## src/rtl/pipelined_rca_pkg.sv

```systemverilog
// Shared helpers for the pipelined ripple-carry adder: stage count and geometry check.
// No logic or timing of its own.
// No backpressure; it holds only compile-time helpers.
package pipelined_rca_pkg;

    localparam int DEF_WIDTH = 16;
    localparam int DEF_CHUNK = 4;

    function automatic int calc_stages(input int width, input int chunk);
        return width / chunk;
    endfunction

    // Geometry is legal only when the operand splits into whole, non-empty slices.
    function automatic bit geometry_ok(input int width, input int chunk);
        return (chunk > 0) && (width >= chunk) && ((width % chunk) == 0);
    endfunction

endpackage

```

## src/rtl/pipelined_rca_slice.sv

```systemverilog
// CHUNK-bit ripple-carry adder slice built from full-adder equations.
// Purely combinational, zero latency.
// No handshake; the enclosing pipeline decides when results are captured.
module rca_slice #(
    parameter int CHUNK = 4
) (
    input  logic [CHUNK-1:0] a,
    input  logic [CHUNK-1:0] b,
    input  logic             ci,
    output logic [CHUNK-1:0] s,
    output logic             co
);

    logic [CHUNK:0] c;

    assign c[0] = ci;

    for (genvar i = 0; i < CHUNK; i++) begin : g_fa
        assign s[i]   = a[i] ^ b[i] ^ c[i];
        assign c[i+1] = (a[i] & b[i]) | (c[i] & (a[i] ^ b[i]));
    end

    assign co = c[CHUNK];

endmodule

```

## src/rtl/pipelined_rca.sv

```systemverilog
// Pipelined adder/subtractor resolving CHUNK bits per stage with a registered carry.
// Latency STAGES edges from acceptance to result; one operation per cycle.
// A stalled output freezes every stage; in_ready drops combinationally.
module pipelined_rca
    import pipelined_rca_pkg::*;
#(
    parameter int WIDTH = DEF_WIDTH,
    parameter int CHUNK = DEF_CHUNK
) (
    input  logic             clk,
    input  logic             rst,
    input  logic             in_valid,
    output logic             in_ready,
    input  logic [WIDTH-1:0] a,
    input  logic [WIDTH-1:0] b,
    input  logic             ci,
    input  logic             sub,
    output logic             out_valid,
    input  logic             out_ready,
    output logic [WIDTH-1:0] s,
    output logic             co,
    output logic             ovf
);

    localparam int STAGES = calc_stages(WIDTH, CHUNK);

    if (!geometry_ok(WIDTH, CHUNK)) begin : g_bad_geometry
        $error("pipelined_rca: WIDTH must be a positive multiple of CHUNK");
    end

    // Operand remainders are shifted down each stage so the next slice is always at bit 0.
    typedef struct packed {
        logic [WIDTH-1:0] sum;
        logic [WIDTH-1:0] a_rem;
        logic [WIDTH-1:0] b_rem;
        logic             carry;
        logic             a_msb;
        logic             b_msb;
        logic             vld;
    } stage_t;

    stage_t stg [STAGES];
    stage_t nxt [STAGES];

    logic             adv;
    logic [WIDTH-1:0] b_eff;
    logic             cin_eff;

    assign adv      = !(out_valid && !out_ready);
    assign in_ready = adv;
    assign b_eff    = sub ? ~b : b;
    assign cin_eff  = sub | ci;

    for (genvar k = 0; k < STAGES; k++) begin : g_stage
        logic [CHUNK-1:0] sl_a;
        logic [CHUNK-1:0] sl_b;
        logic [CHUNK-1:0] sl_s;
        logic             sl_ci;
        logic             sl_co;

        rca_slice #(.CHUNK(CHUNK)) u_slice (
            .a  (sl_a),
            .b  (sl_b),
            .ci (sl_ci),
            .s  (sl_s),
            .co (sl_co)
        );

        if (k == 0) begin : g_first
            assign sl_a  = a[CHUNK-1:0];
            assign sl_b  = b_eff[CHUNK-1:0];
            assign sl_ci = cin_eff;
            assign nxt[k] = '{
                sum:   WIDTH'(sl_s),
                a_rem: a >> CHUNK,
                b_rem: b_eff >> CHUNK,
                carry: sl_co,
                a_msb: a[WIDTH-1],
                b_msb: b_eff[WIDTH-1],
                vld:   in_valid
            };
        end else begin : g_next
            localparam logic [WIDTH-1:0] SLICE_MASK = WIDTH'({CHUNK{1'b1}}) << (k * CHUNK);
            assign sl_a  = stg[k-1].a_rem[CHUNK-1:0];
            assign sl_b  = stg[k-1].b_rem[CHUNK-1:0];
            assign sl_ci = stg[k-1].carry;
            assign nxt[k] = '{
                sum:   (stg[k-1].sum & ~SLICE_MASK) | (WIDTH'(sl_s) << (k * CHUNK)),
                a_rem: stg[k-1].a_rem >> CHUNK,
                b_rem: stg[k-1].b_rem >> CHUNK,
                carry: sl_co,
                a_msb: stg[k-1].a_msb,
                b_msb: stg[k-1].b_msb,
                vld:   stg[k-1].vld
            };
        end
    end

    always_ff @(posedge clk) begin
        if (rst) begin
            for (int i = 0; i < STAGES; i++) begin
                stg[i] <= '0;
            end
        end else if (adv) begin
            for (int i = 0; i < STAGES; i++) begin
                stg[i] <= nxt[i];
            end
        end
    end

    assign out_valid = stg[STAGES-1].vld;
    assign s         = stg[STAGES-1].sum;
    assign co        = stg[STAGES-1].carry;
    assign ovf       = (stg[STAGES-1].a_msb == stg[STAGES-1].b_msb) &&
                       (stg[STAGES-1].sum[WIDTH-1] != stg[STAGES-1].a_msb);

endmodule

```

## config.mk

```make
export PLATFORM = sky130hd
export DESIGN_NAME = pipelined_rca
export DESIGN_NICKNAME = d
export VERILOG_FILES = /design/src/rtl/pipelined_rca_pkg.sv /design/src/rtl/pipelined_rca_slice.sv /design/src/rtl/pipelined_rca.sv
export SDC_FILE = /design/constraint.sdc
export NUM_CORES = 1
export LEC_CHECK = 0
export ABC_AREA = 1
export CORE_UTILIZATION = 55
export CTS_BUF_LIST = sky130_fd_sc_hd__clkbuf_8
export DETAILED_ROUTE_END_ITERATION = 8
export MAX_ROUTING_LAYER = met4
export PLACE_DENSITY = 0.76
export SYNTH_ARGS = -nofsm -noshare
export SYNTH_HDL_FRONTEND = slang
export SYNTH_SLANG_ARGS = --single-unit
```

## constraint.sdc

```tcl
create_clock -name clk -period 5 [get_ports clk]
set_clock_uncertainty 0.05 [all_clocks]
set_input_delay 0.5 -clock clk [delete_from_list [all_inputs] [get_ports clk]]
set_output_delay 0.5 -clock clk [all_outputs]
set_load 0.02 [all_outputs]
```

==> run summary, run 1 <==
run results: CP endpoint kind=flop, worst slew pin tran=1.06 ns, Worst path max stage delay=0.74 ns, clk sink count=98, area leader, netlist=edfxtp_1, Post-synth mux share=0, max-slew violation count=0, cell area after synthesis=0.00456 sq mm, CTS Hold Bufs=0, OpenROAD warning count=26, sequential share of power=0.600, Worst EP arrival=3.29 ns, most frequent cells in the layout=inv_1, edfxtp_1, nor2_1, clkdlybuf4s50_1, nand2_1, Pleak=2.28 nW, Post-Syn Nets=462, Inserted Diodes=0, Placed Area=0.00506 sq mm, vias in the first global route=2126, maximum fanout along the worst path=18, Hold WS=0.495 ns, max reg flops=between 90 and 100, Worst path top cell family by delay=adder cells, main area contributors=edfxtp_1, inv_1, fa_1, Post-Synth Simple-Gate Area=0.133, post-layout net count=502, worst IR drop on VDD=0.000125 V, DP Cell Count=about 540, Main power group=sequential cells, Die Size=0.00866 sq mm, via count=2332, most frequent logic cell in the layout=inv_1, CP Launch Type=input port, initial antenna violation count=0, Layout area overhead=15.0%, Adders+Majority by Area=0.0703, Rel. slew slack=0.291, Detailed Place HPWL=roughly 3200 microns, CTS tree=done, YS chip area=0.00456 sq mm, commonest cells in the netlist=inv_1, edfxtp_1, nor2_1, xor+xnor area frac=0.00769, Die Span X=93.0 microns, Max Freq=307 MHz, Yosys Instances=408, post-CTS sizing=0, Synth top cell by count=inv_1, CP Depth=10, worst path bufs/invs=4, share of layout cells above drive strength 1=0.0929, RSZ-0062 raised after global routing=false, Synth Register Bits=98, status=finished clean, largest registers=stg: 98 flops, Top-area cell share=0.646, Starting Density=0.578, DRC viols=0, Setup CP Type=in2reg, switching share of power=0.222, Post-Route WL=5160 microns, reported net switching power=~0.37 mW, Synth Seq Share=0.646, reg2reg setup slack=2.67 ns, Period minus WS final=~3.3 ns, # H-tree levels=3, aoi share=0, DR iter-0 viols=131, Async SR Flop Fraction=0, Reg clk slew, reported paths=around 0.09 ns, fillers=599, Mapped Cells=between 400 and 500, Routed WL per cell=9.32 microns, gp weighted congestion=0.725, P_seq=0.990 mW, router iterations before antenna repair=5, vias per cell=4.21, pwr dens=315 mW/mm^2, comb area leader=buffers and inverters, endpoints failing hold=0, setup bufs post-CTS=0, first-pass GRT wire length=8790 microns, Avg Cell Area, Syn=11.2 sq um, GRT overflow=0, pin count of the biggest net entering global routing=99, setup TNS=0 ns, Comb power=0.185 mW, Dominant flop cell=edfxtp_1, Critical Path Slowest Stage Cell=clkdlybuf4s50_1, Hold Path Class=reg2reg, clock root buffer=clkbuf_8, max-capacitance violation count=0, final core utilization=0.665, Post-synth EDFFs=~98, IO Count=58, Syn. warnings=0, final period utilization=0.652, most used cell, CP=fa_1, final non-filler cell total=554, P_int=1.28 mW, Most flops, register=stg, FF-to-FF path depth=8, I/O Buffers=57, # setup viols final=0, CP required=5.03 ns, gr usage total=0.139, worst slack, placed=1.35 ns, Clock power frac=0.287, die height=93.0 microns, Yosys cell types=17, Routed Antenna Nets=0, combinational share of power=0.112, CP cell instances=clkdlybuf4s50_1, or2_2, fa_1, fa_1, inv_1, fa_1, inv_1, fa_1, inv_1, nor2_2, hold depth=2, Pwr Total=1.65 mW, clk buf depth=2
==> run 1: area by class of cell <==
class | instances | area, sq um | share of cell area
Inverter | 116 | 435 | 0.0831
Clock inverter | 6 | 58.8 | 0.0112
Timing Repair Buffer | 58 | 578 | 0.110
Multi-Input combinational cell | 165 | 976 | 0.186
Clock buffer | 9 | 124 | 0.0236
Sequential cell | 98 | 2940 | 0.561
Tap cell | 102 | 128 | 0.0243
==> run 1: worst paths after layout <==
check | from | endpoint
max | sub | stg[0][31]
min | stg[2][36] | stg[3][36]
max reg2reg | stg[2][16] | stg[3][43]
min reg2reg | stg[2][36] | stg[3][36]
==> run 1: routing by layer <==
layer,track usage,part of all wire,vias to the layer above
met2,0.238,0.50,62
met4,0.0654,0.017,0
met3,0.0415,0.053,6
li1,-,-,1263
met5,-,0,-
met1,0.149,0.43,1001
Fig. 1: run 1, sizing map
Drawn at 3 px/micron.
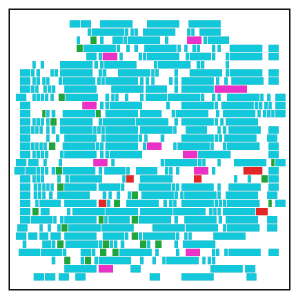
| colour | size | cells | share | most used |
|---|---|---|---|---|
| cyan | drive 1 or less | 410 | 91% | inv_1 |
| magenta | drive 6 and up | 10 | 2.2% | clkbuf_8 |
| red | drive 3 to 4 | 5 | 1.1% | clkinvlp_4 |
| green | drive 2 | 27 | 6.0% | nor2_2 |
Final Instance Area: 0.00524 sq mm
Final WS setup: 1.74 ns

Fig. 2: run 1, cells coloured by class
Drawn at 4 px/micron.
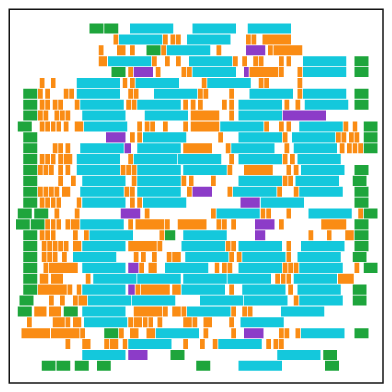
| colour | class | cells | share of their area |
|---|---|---|---|
| purple | clock drivers and dummy loads | 15 | 3.6% |
| orange | all other logic | 281 | 28% |
| green | other buffers and delay cells | 58 | 11% |
| cyan | flip-flops | 98 | 58% |
Core ar.: 0.00789 sq mm
Cell Rows: 32
sequential share of cell area: 0.561

Fig. 3: run 1, clock wiring as the flow saved it
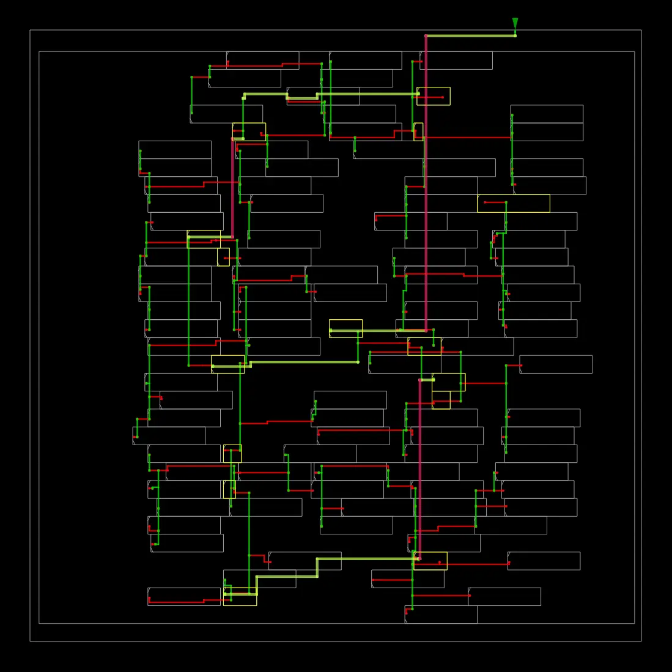
clock group total power: 0.474 mW
Num CTS Buffers: 9
Worst-Skew Late Latency: 0.35 ns
sequential cells: 98

==> run 2, diff against run 1 <==
==> constraint.sdc (replaced) <==
create_clock -name clk -period 3.2 [get_ports clk]
set_clock_uncertainty 0.05 [all_clocks]
set_input_delay 0.32 -clock clk [delete_from_list [all_inputs] [get_ports clk]]
set_output_delay 0.32 -clock clk [all_outputs]
set_load 0.02 [all_outputs]
Fig. 4: run 2, cells coloured by class
Drawn at 4 px/micron.
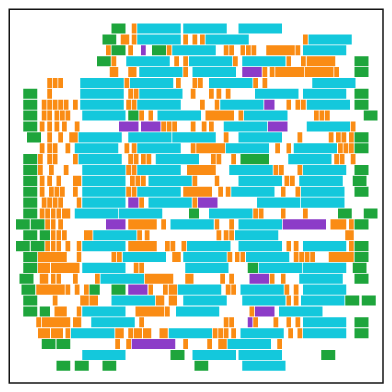
| colour | class | cells | share of their area |
|---|---|---|---|
| orange | all other logic | 281 | 27% |
| cyan | flip-flops | 98 | 57% |
| purple | clock drivers and dummy loads | 15 | 4.0% |
| green | other buffers and delay cells | 64 | 12% |
sequential share of cell area: 0.553
Final Instance Area: 0.00532 sq mm
final core utilization: 0.675

==> run summary, run 2 <==
run results: # setup viols final=0, Async SR Flop Fraction=0, Pwr Total=2.66 mW, Reg clk slew, reported paths=0.09 ns, clock root buffer=clkbuf_8, Synth top cell by count=inv_1, max reg flops=98, Area-dominant class=sequential cells, non-clk buf share=0.119, Critical Path Slowest Stage Cell=clkdlybuf4s50_1, setup TNS=0 ns, Starting Density=0.578, Placed Area=0.00512 sq mm, reg2reg setup slack=around 0.90 ns, OpenROAD warning count=26, worst slack, placed=0.166 ns, most frequent cells in the layout=inv_1, edfxtp_1, nor2_1, clkdlybuf4s50_1, nand2_1, cell area after synthesis=0.00456 sq mm, Detailed Place HPWL=roughly 3500 microns, Dominant flop cell=edfxtp_1, CP cell instances=clkdlybuf4s50_1, or2_2, fa_1, fa_1, inv_1, fa_1, inv_1, fa_1, inv_1, nor2_2, Clock power frac=0.307, bufs w/o clock=64, Inserted Diodes=0, worst IR drop on VDD=around 0.00022 V, Core ar.=about 0.0079 sq mm, die height=93.0 microns, Routed Antenna Nets=0, sequential cells=98, # Taps=102, status=finished clean, most frequent logic cell in the layout=inv_1, vias per cell=4.22, switching share of power=0.214, post-layout net count=508, I/O Buffers=approximately 57, comb. cell area=approximately 980 sq um, YS chip area=0.00456 sq mm, Critical Path Sink=stg[0][31], max-slew violation count=0, Mapped Cells=roughly 400, Num CTS Buffers=9, Hold Crit Endpoint=stg[2][5], Layout area overhead=16.8%, Seq. cell area=between 0.002 and 0.003 sq mm, hold depth=2, area leader, netlist=edfxtp_1, Max Freq=378 MHz, post-CTS sizing=0, Main power group=sequential cells, Post-synth EDFFs=98, Syn. warnings=0, share of layout cells above drive strength 1=0.103, P_seq=1.55 mW, Die Size=roughly 0.0087 sq mm, Post-Syn Nets=462, Synth Seq Share=0.646, CTS Hold Bufs=0, IO Count=58, Pleak=2.32 nW, clk sink count=approximately 98, gr usage total=0.147, Clock buf/inv share=0.0388, Most flops, register=stg, Post-Route WL=5220 microns, CP endpoint kind=flop, Top-area cell share=0.646, max-capacitance violation count=0, Period minus WS final=2.65 ns, DRC viols=0, inverter count=116, Worst EP arrival=2.71 ns, vias in the first global route=2258, Die Span X=93.0 microns, Yosys cell types=17, most used cell, CP=fa_1, reported net switching power=approximately 0.57 mW, P_int=2.09 mW, Comb power=~0.30 mW, maximum fanout along the worst path=4, commonest cells in the netlist=inv_1, edfxtp_1, nor2_1, r2r startpoint=stg[2][16], via count=2362, Hold WS=0.494 ns, clock group total power=0.816 mW, final period utilization=0.827, GRT overflow=0, CP Launch Type=input port, pwr dens=about 500 mW/mm^2, first-pass GRT wire length=between 9000 and 10000 microns, fillers=592, Rel. slew slack=0.591, gp weighted congestion=0.742, final non-filler cell total=560, Worst Setup SP=sub
run 2: metal layers:
metal	vias to the layer above	GRT usage	wire, microns
met5	-	-	0
met4	0	0.0654	117
met1	1022	0.155	2280
met2	57	0.258	2590
li1	1275	-	-
met3	8	0.0390	225
run 2: kinds of logic (layout without fill, tap and decap cells):
group | Yosys count | after routing | share of synthesized area
simple gates | 145 | 145 | 0.133
buf+inv | 145 | 195 | 0.143
flops | 98 | 98 | 0.646
fa+ha+maj | 16 | 16 | 0.0703
xor+xnor | 4 | 4 | 0.00769
run 2: worst max-delay path, delay by kind of cell:
kind | cells | cell delay, ns
buffers and inverters | 4 | 0.68
and+or+nand+nor | 2 | 0.37
adders and majority gates | 4 | 1.35
Power and IR drop assume default switching activity.
